File: src/rtl/rs_pkg.sv
// rs_pkg: shared payload field offsets, widths and instruction-type encodings for dispatch and the RS banks
package rs_pkg;
    localparam int TAG_W        = 6;
    localparam int DATA_W       = 76;
    localparam int SRC1_TAG_LSB = 0;
    localparam int SRC1_RDY_BIT = 6;
    localparam int SRC2_TAG_LSB = 7;
    localparam int SRC2_RDY_BIT = 13;
    typedef enum logic [1:0] {
        ITYPE_BUBBLE  = 2'b00,
        ITYPE_COMPLEX = 2'b01,
        ITYPE_FP      = 2'b10,
        ITYPE_SIMPLE  = 2'b11
    } itype_e;
endpackage

File: src/rtl/rs_entry_wakeup.sv
// rs_entry_wakeup: per-entry CDB tag compare, ready-bit update and issue-ready flag (RS_CDB_FORWARD_EN selects forwarded readiness)
module rs_entry_wakeup #(
    parameter int TAG_W  = rs_pkg::TAG_W,
    parameter int DATA_W = rs_pkg::DATA_W
) (
    input  logic [DATA_W-1:0] i_data,
    input  logic              i_cdb0_valid,
    input  logic [TAG_W-1:0]  i_cdb0_tag,
    input  logic              i_cdb1_valid,
    input  logic [TAG_W-1:0]  i_cdb1_tag,
    output logic [DATA_W-1:0] o_data,
    output logic              o_rdy
);
    import rs_pkg::*;
    logic w_hit1, w_hit2;
    assign w_hit1 = (i_cdb0_valid && i_cdb0_tag == i_data[SRC1_TAG_LSB +: TAG_W]) ||
                    (i_cdb1_valid && i_cdb1_tag == i_data[SRC1_TAG_LSB +: TAG_W]);
    assign w_hit2 = (i_cdb0_valid && i_cdb0_tag == i_data[SRC2_TAG_LSB +: TAG_W]) ||
                    (i_cdb1_valid && i_cdb1_tag == i_data[SRC2_TAG_LSB +: TAG_W]);
    // a source becomes ready when either bus broadcasts its tag; both buses matching is harmless
    always_comb begin
        o_data               = i_data;
        o_data[SRC1_RDY_BIT] = i_data[SRC1_RDY_BIT] || w_hit1;
        o_data[SRC2_RDY_BIT] = i_data[SRC2_RDY_BIT] || w_hit2;
    end
`ifdef RS_CDB_FORWARD_EN
    assign o_rdy = o_data[SRC1_RDY_BIT] && o_data[SRC2_RDY_BIT];
`else
    assign o_rdy = i_data[SRC1_RDY_BIT] && i_data[SRC2_RDY_BIT];
`endif
endmodule

File: src/rtl/rs_collapse_queue.sv
// rs_collapse_queue: collapsing reservation-station bank, oldest-ready issue; RS_CDB_FORWARD_EN enables same-cycle CDB wakeup into select
module rs_collapse_queue #(
    parameter int DEPTH  = 4,
    parameter int TAG_W  = rs_pkg::TAG_W,
    parameter int DATA_W = rs_pkg::DATA_W
) (
    input  logic              clk,
    input  logic              rst_n,
    input  logic [DATA_W-1:0] in_data,
    input  logic              in_valid,
    output logic              rs_empty,
    input  logic              cdb0_valid,
    input  logic [TAG_W-1:0]  cdb0_tag,
    input  logic              cdb1_valid,
    input  logic [TAG_W-1:0]  cdb1_tag,
    output logic [DATA_W-1:0] issue_data,
    output logic              issue_valid,
    input  logic              issue_ready,
    input  logic              flush,
    output logic [3:0]        occupancy
);
    import rs_pkg::*;
    logic [DATA_W-1:0] r_data    [DEPTH];
    logic [DATA_W-1:0] w_woke    [DEPTH];
    logic [DATA_W-1:0] w_up_data [DEPTH];
    logic [DATA_W-1:0] w_ndata   [DEPTH];
    logic [DEPTH-1:0]  r_valid, w_rdy, w_up_valid, w_pick, w_nvalid;
    logic [3:0]        r_occ;
    logic [DATA_W-1:0] w_in_woke, w_issue;
    logic              w_seen, w_fire, w_we, w_above, w_placed, w_sv, w_slot;
    assign rs_empty    = r_occ < 4'(DEPTH);
    assign occupancy   = r_occ;
    assign issue_valid = w_seen;
    assign issue_data  = w_issue;
    assign w_fire      = w_seen && issue_ready;
    assign w_we        = in_valid && rs_empty;
    rs_entry_wakeup #(.TAG_W(TAG_W), .DATA_W(DATA_W)) u_in_wk (
        .i_data(in_data), .i_cdb0_valid(cdb0_valid), .i_cdb0_tag(cdb0_tag),
        .i_cdb1_valid(cdb1_valid), .i_cdb1_tag(cdb1_tag), .o_data(w_in_woke), .o_rdy()
    );
    for (genvar g = 0; g < DEPTH; g++) begin : g_ent
        rs_entry_wakeup #(.TAG_W(TAG_W), .DATA_W(DATA_W)) u_wk (
            .i_data(r_data[g]), .i_cdb0_valid(cdb0_valid), .i_cdb0_tag(cdb0_tag),
            .i_cdb1_valid(cdb1_valid), .i_cdb1_tag(cdb1_tag), .o_data(w_woke[g]), .o_rdy(w_rdy[g])
        );
        if (g < DEPTH - 1) begin : g_up
            assign w_up_valid[g] = r_valid[g+1];
            assign w_up_data[g]  = w_woke[g+1];
        end else begin : g_top
            assign w_up_valid[g] = 1'b0;
            assign w_up_data[g]  = '0;
        end
    end
    // pick the lowest-index ready entry and present it with both ready bits forced
    always_comb begin
        w_seen  = 1'b0;
        w_issue = '0;
        w_pick  = '0;
        for (int i = 0; i < DEPTH; i++) begin
            w_pick[i] = r_valid[i] && w_rdy[i] && !w_seen;
            w_seen    = w_seen || w_pick[i];
            w_issue   = w_issue | ({DATA_W{w_pick[i]}} & w_woke[i]);
        end
        w_issue[SRC1_RDY_BIT] = w_seen;
        w_issue[SRC2_RDY_BIT] = w_seen;
    end
    // collapse above the issued slot, then drop the new entry into the first free slot
    always_comb begin
        w_above  = 1'b0;
        w_placed = 1'b0;
        w_sv     = 1'b0;
        w_slot   = 1'b0;
        w_nvalid = '0;
        for (int i = 0; i < DEPTH; i++) begin
            w_above     = w_above || w_pick[i];
            w_sv        = (w_fire && w_above) ? w_up_valid[i] : r_valid[i];
            w_slot      = w_we && !w_sv && !w_placed;
            w_placed    = w_placed || w_slot;
            w_nvalid[i] = w_sv || w_slot;
            w_ndata[i]  = w_slot ? w_in_woke : (w_fire && w_above) ? w_up_data[i] : w_woke[i];
        end
    end
    // storage and occupancy; flush wins over write, wakeup and issue
    always_ff @(posedge clk or negedge rst_n) begin
        if (!rst_n) begin
            r_valid <= '0;
            r_occ   <= '0;
            for (int i = 0; i < DEPTH; i++) r_data[i] <= '0;
        end else if (flush) begin
            r_valid <= '0;
            r_occ   <= '0;
        end else begin
            r_valid <= w_nvalid;
            r_data  <= w_ndata;
            r_occ   <= r_occ + 4'(w_we) - 4'(w_fire);
        end
    end
endmodule
File: config.mk
export PLATFORM = sky130hd
export DESIGN_NAME = rs_collapse_queue
export DESIGN_NICKNAME = d
export VERILOG_FILES = /design/src/rtl/rs_pkg.sv /design/src/rtl/rs_entry_wakeup.sv /design/src/rtl/rs_collapse_queue.sv
export SDC_FILE = /design/constraint.sdc
export NUM_CORES = 1
export LEC_CHECK = 0
export CAP_MARGIN = 20
export CORE_MARGIN = 3
export CORE_UTILIZATION = 50
export DETAILED_ROUTE_END_ITERATION = 16
export PLACE_DENSITY = 0.72
export SLEW_MARGIN = 20
export SYNTH_ARGS = -nofsm -noshare
export SYNTH_HDL_FRONTEND = slang
export SYNTH_SLANG_ARGS = --single-unit
File: constraint.sdc
create_clock -name clk -period 3.98 [get_ports clk]
set_input_delay 0.796 -clock clk [delete_from_list [all_inputs] [get_ports clk]]
set_output_delay 0.796 -clock clk [all_outputs]
set_load 0.02 [all_outputs]
Run 1, logic cells by family:
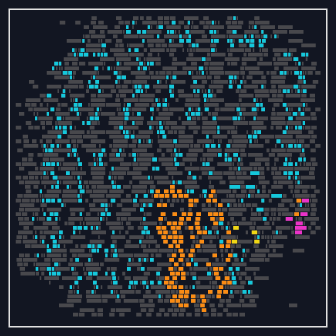
| color | family | cells |
|---|---|---|
| magenta | adder and majority cells | 6 |
| cyan | inverting AOI/OAI gates | 451 |
| yellow | multiplexers | 4 |
| orange | XOR/XNOR gates | 122 |
multi-input combinational area share: 40.3%
Final Non-Filler Cells: 2265
dominant logic cell type in the layout: dfrtp_1

Run 1, the clock network:
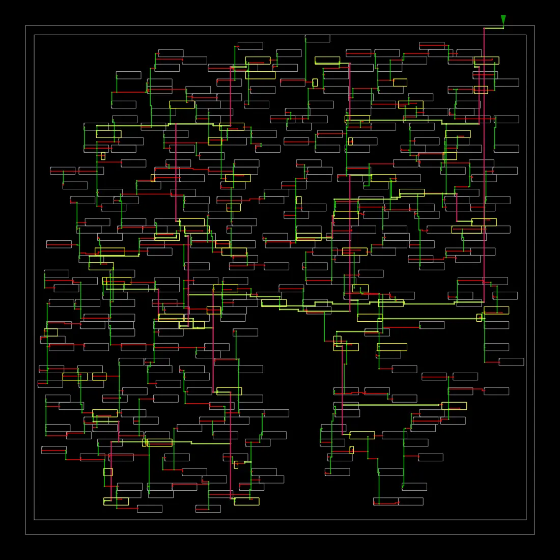
Clk. pwr: 3530 µW
clk ins delay skew pair: 0.53 ns
clock skew: 0.0262 ns
CLK BUF: 54

Run 1, sequential cells grouped by signal name:
Other sequential cells in the stronger gray, the rest of the logic in the fainter gray.
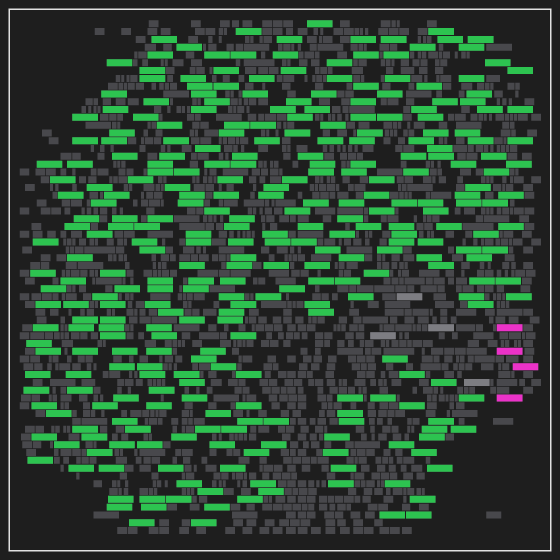
| color | signal | flops |
|---|---|---|
| magenta | `occupancy` | 4 |
| green | `r_data` | 304 |
not colored: 4
Final Util: 61.4%
Seq group: 5580 µW
FF+latch area: 0.00781 mm²
flop share of the area: 38.9%

## run 1: layer usage
metal	track usage (%)	up-vias	share of wire, %
met2	48.5	777	47
li1	-	6506	-
met5	0	-	0.037
met4	10.5	2	2.7
met1	40.9	7459	41
met3	5.32	104	9.0
## run 1: final cells by class
class | count | area (µm²)
inverter | 5 | 18.8
clock inverter | 10 | 168
fill | 2679 | 12600
tap | 442 | 553
antenna | 1 | 2.50
timing repair buffer | 220 | 2340
clock buffer | 54 | 1100
sequential | 312 | 7810
multi-input combinational | 1221 | 8080
## run 1: per-stage QoR
stage / setup slack [ns] / hold WS (ns) / power [µW]
3_3_place_gp: 0.592 / 0.486 / 9330
5_1_grt: 0.0581 / 0.383 / 13800
3_5_place_dp: 0.460 / 0.498 / 9520
2_1_floorplan: 1.20 / 0.472 / 8030
4_1_cts: 0.0343 / 0.350 / 13100
6_report: 0.0672 / 0.308 / 13100
## run 1: final timing paths
check	endpoint	slack, ns	cells after the start
worst max-delay path	issue_data[71]	0.07	5
worst min-delay path	r_data[11]	0.31	1
worst max register to register	r_data[186]	0.84	7
worst min register to register	r_data[173]	0.51	2
max in group asynchronous	r_data[202]	2.72	2
min in group clk	r_data[173]	0.51	2
## run 1: flip-flops by register name, indices dropped and copies added (netlist names)
name       flops
r_valid        4
r_data       304
occupancy      4
## run 1: layout by cell type, fill, tap and decap left out, types with 20 or more instances in the layout
cell type and count:
buf_4 25, nand2b_1 78, buf_12 20, clkbuf_16 38
xor2_1 60, nor4_1 21, nor2_1 157, xnor2_1 62
clkdlybuf4s50_1 174, a221oi_1 65, a22o_1 74, nand2_1 146
a22oi_1 158, nand4_1 21, o21ai_0 114, o21ai_1 28
a21oi_1 79, o221a_2 74, dfrtp_1 312
==> deck_impl_summary.md, run 1 <==
Synthesis and Place & Route Summary

Detailed routing
  • Per-cell routed wire length: approximately 24 µm
  • Vias/cell: roughly 6.6
  • First-pass DRT Iterations: 6
  • Antenna Nets Post-Route: 0
  • Via count: approximately 15000
  • Remaining DRCs: 0
  • Final WL: 53700 µm

Worst setup path
  • CP cell instances: and3_4, buf_12, a221oi_1, o21ai_0, clkdlybuf4s50_1
  • Cell family with most CP delay: buffers and inverters
  • Delay of the slowest cell on the worst path: 0.71 ns
  • Worst-path fanout max: 66
  • Crit path launch type: register
  • Beginning of the worst register-to-register path: r_valid[1]
  • Worst setup path start: r_valid[1]
  • Sum of buffers and inverters on the critical path: 2
  • CP Capture Type: output pin

Synthesis
  • Synth Area per Inst: 9.71 µm²
  • Compound Share, Synth: 27.9%
  • Area figure in the yosys stat output: 0.0166 mm²
  • Ys async rst share: 100%
  • Post-Synthesis Cells: 1714
  • Syn_nets: between 1500 and 2000
  • Cells in synth_stat.txt: 1714
  • Main logic family: AND-OR/OR-AND gates
  • Adder Share, Synth: 0.496%
  • Mux frac, synth: less than 1%
  • Post-Syn Area: 0.0166 mm²
  • Flops after synth: between 300 and 400
  • Sequential fraction of the synthesis area: 46.9%
  • Yosys simple share: 12.8%

CTS
  • CTS Buf Count: 36
  • Cts hold-fix bufs: 0
  • H-tree depth: 2
  • Setup Buffers After CTS: 0
  • CTS tree: yes
  • Clk buf depth: 3
  • Clock sinks: ~310
  • CTS-repair resized insts: 0

Power and ir drop
  • Pwr Density: 651 mW/mm²
  • Combinational Power Share: 30.3%
  • Clk pwr share: 27.0%
  • Cell leakage power: 0.00784 µW
  • Top power group: registers
  • Switch share: approximately a third
  • Sw Pwr: 4540 µW
  • Reg power frac: 42.7%
  • Int Power: 8540 µW

Global route
  • First-pass GRT wire length: ~86000 µm
  • Total GRT Usage: between 20% and 30%
  • Initial antenna violation count: 2
  • Largest net degree at the start of global routing: 98
  • Vias in the first global route: roughly 15000
  • GRT Residual Overflow: 0

Die
  • Die Height: roughly 190 µm
  • Die Size: 0.0355 mm²
  • IO Count: approximately 180
  • FP Core Util: roughly half

Timing
  • Final worst-path cycle share: between 90% and 100%
  • Fmax: 0.256 GHz
  • Max Slew Vio Count: 0
  • Final setup fails: 0
  • Min Tclk post-route: 3.91 ns
  • Final hold violation count: 0
  • Setup TNS: 0 ns

Place
  • Buffers on Ports: 176
  • Area post-placement: 0.0188 mm²

Hold path
  • Hold Crit Class: input pin to asynchronous set/reset pin

Run
  • Tool warnings: 26
  • Max_cap viols: 0

Status
  • Status: finished clean

Layout
  • Layout area overhead: 20.7%
  • Final instance area: between 0.02 and 0.025 mm²
  • Layout net count: 1897
## Run 2: what changed since run 1
--- a/config.mk
+++ b/config.mk
@@ -10,6 +10,7 @@
 export CORE_UTILIZATION = 50
 export DETAILED_ROUTE_END_ITERATION = 16
 export PLACE_DENSITY = 0.72
+export SETUP_SLACK_MARGIN = 0.02
 export SLEW_MARGIN = 20
 export SYNTH_ARGS = -nofsm -noshare
 export SYNTH_HDL_FRONTEND = slang
==> run 2 against run 1 <==
Routed wire length did not move. Highest routed layer unchanged. Critical path type unchanged. Largest power group unchanged. Sequential share of layout area did not move. Clock power barely moved.
==> deck_impl_summary.md, run 2 <==
Synthesis and Place & Route Summary

Timing
  • Max Slew Vio Count: 0 (unchanged)
  • Min Tclk post-route: 3.91 ns (unchanged)
  • Final setup fails: 0 (unchanged)
  • Clock skew: 0.0262 ns (unchanged)

Global route
  • GRT Residual Overflow: 0 (unchanged)
  • Largest net degree at the start of global routing: 98 (unchanged)
  • Total GRT Usage: 30.0% (unchanged)
  • Initial antenna violation count: 2 (unchanged)
  • Vias in the first global route: 15226 (unchanged)
  • First-pass GRT wire length: 85900 µm (unchanged)

Layout
  • FF+latch area: 0.00781 mm² (unchanged)
  • Layout net count: 1897 (unchanged)
  • Dominant logic cell type in the layout: dfrtp_1 (unchanged)
  • CLK BUF: 54 (unchanged)
  • Flop share of the area: 38.9% (unchanged)
  • Flip-flops: 312 (unchanged)
  • Most frequent cells in the layout: 312 x dfrtp_1, 174 x clkdlybuf4s50_1, 158 x a22oi_1 (unchanged)
  • Buffer share of cell area: 11.7% (unchanged)

Synthesis
  • Synth Area per Inst: 9.71 µm² (unchanged)
  • Area figure in the yosys stat output: 0.0166 mm² (unchanged)
  • Syn_nets: 1815 (unchanged)
  • Post-Syn Area: 0.0166 mm² (unchanged)
  • Ys async rst share: 100% (unchanged)

Worst setup path
  • Delay of the slowest cell on the worst path: 0.71 ns (about the same)
  • R2R cell count: 7 (unchanged)
  • R2R Setup Slk: 0.84 ns (about the same)

Detailed routing
  • First-pass DRT Iterations: 6 (unchanged)
  • Vias/cell: 6.56 (unchanged)
  • Final WL: 53700 µm (unchanged)
  • Antenna Nets Post-Route: 0 (unchanged)
  • Via count: 14848 (unchanged)
  • Remaining DRCs: 0 (unchanged)

CTS
  • H-tree depth: 2 (unchanged)
  • CTS tree: yes (unchanged)

Run
  • Max_cap viols: 0 (unchanged)

Place
  • Buffers on Ports: 176 (unchanged)
  • Dpl ws: 0.460 ns (unchanged)

Die
  • Well-tap cell count: 442 (unchanged)
  • Die Size: 0.0355 mm² (unchanged)

Status
  • Status: finished clean (unchanged)

Hold path
  • Hold Crit Class: input pin to asynchronous set/reset pin (unchanged)

Power and ir drop
  • Cell leakage power: 0.00784 µW (unchanged)
  • Pwr Density: 651 mW/mm² (unchanged)
## run 2: cell counts in the layout (fill, tap and decap cells not counted)
No cell type changed its count.
## run 2: power breakdown
group	switching, µW	total [µW]	internal, µW	leakage [µW]
Clock	1350	3530	2180	0.000621
Sequential	1150	5580	4430	0.00392
Combinational	2030	3970	1940	0.00330
Total	4540	13100	8540	0.00784
## run 2: cell families after synthesis
| group | count (synthesis) | share of synthesized area, % |
|---|---|---|
| simple gates | 465 | 12.8 |
| buf+inv | 181 | 5.18 |
| compound gates | 624 | 27.9 |
| fa+ha+maj | 6 | 0.496 |
| mux | 4 | 0.241 |
| xor+xnor | 122 | 6.42 |
| flops | 312 | 46.9 |
## run 2: worst max path at each step
stage           startpoint        endpoint  slack [ns]  cells after the start
6_report        r_valid[1]  issue_data[71]        0.07                      5
5_1_grt        r_data[241]  issue_data[63]        0.06                      7
4_1_cts         r_valid[1]  issue_data[71]        0.03                      5
3_5_place_dp   issue_ready     r_data[193]        0.46                      8
3_3_place_gp   issue_ready     r_data[181]        0.59                      8
2_1_floorplan  r_data[158]  issue_data[15]        1.20                      7
## run 2: per-stage QoR
stage                     util, %  total power (µW)  cell area [µm²]  instances
after global placement       57.5              9330            18800       2200
after detailed placement     57.5              9520            18800       2200
final                        61.4             13100            20100       2265
after floorplan                 -              8030            16600       1714
after CTS                    61.4             13100            20100       2264
after global routing         61.4             13800            20100       2265
## run 2: timing repair
action                     CTS  global route
hold buffers                 0             0
resized                      0             3
setup endpoints to repair    0             9
## run 2: per-layer routing
metal  vias up  share of wire [%]  wire length, µm  global-route usage, %
met3       104                9.0             4810                   5.32
met2       777                 47            25200                   48.5
met1      7459                 41            22200                   40.9
li1       6506                  -                -                      -
met4         2                2.7             1440                   10.5
met5         -              0.037               20                      0
Run 2, placed cells, one color a class:
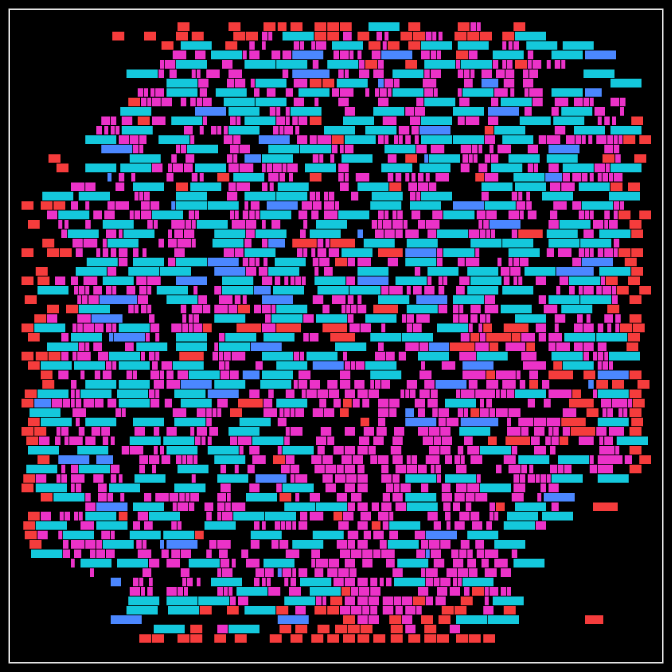
| color | class | cells | share of their area |
|---|---|---|---|
| cyan | flip-flops | 312 | 40% |
| red | other buffers and delay cells | 220 | 12% |
| magenta | all other logic | 1226 | 41% |
| blue | clock drivers and dummy loads | 64 | 6.5% |
core footprint: 0.0327 mm²
final instance area: 0.0201 mm²
# rows: 66

Run 2, the clock network:
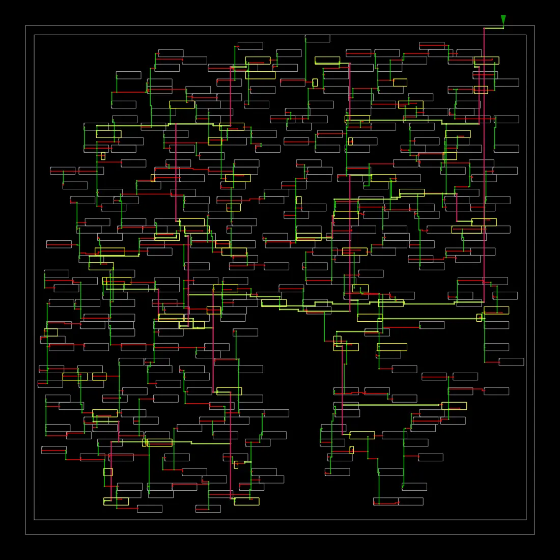
CTS Buf Count: 36
clock sinks: 312

No activity file was given, so power comes from the tool's default toggle rates.
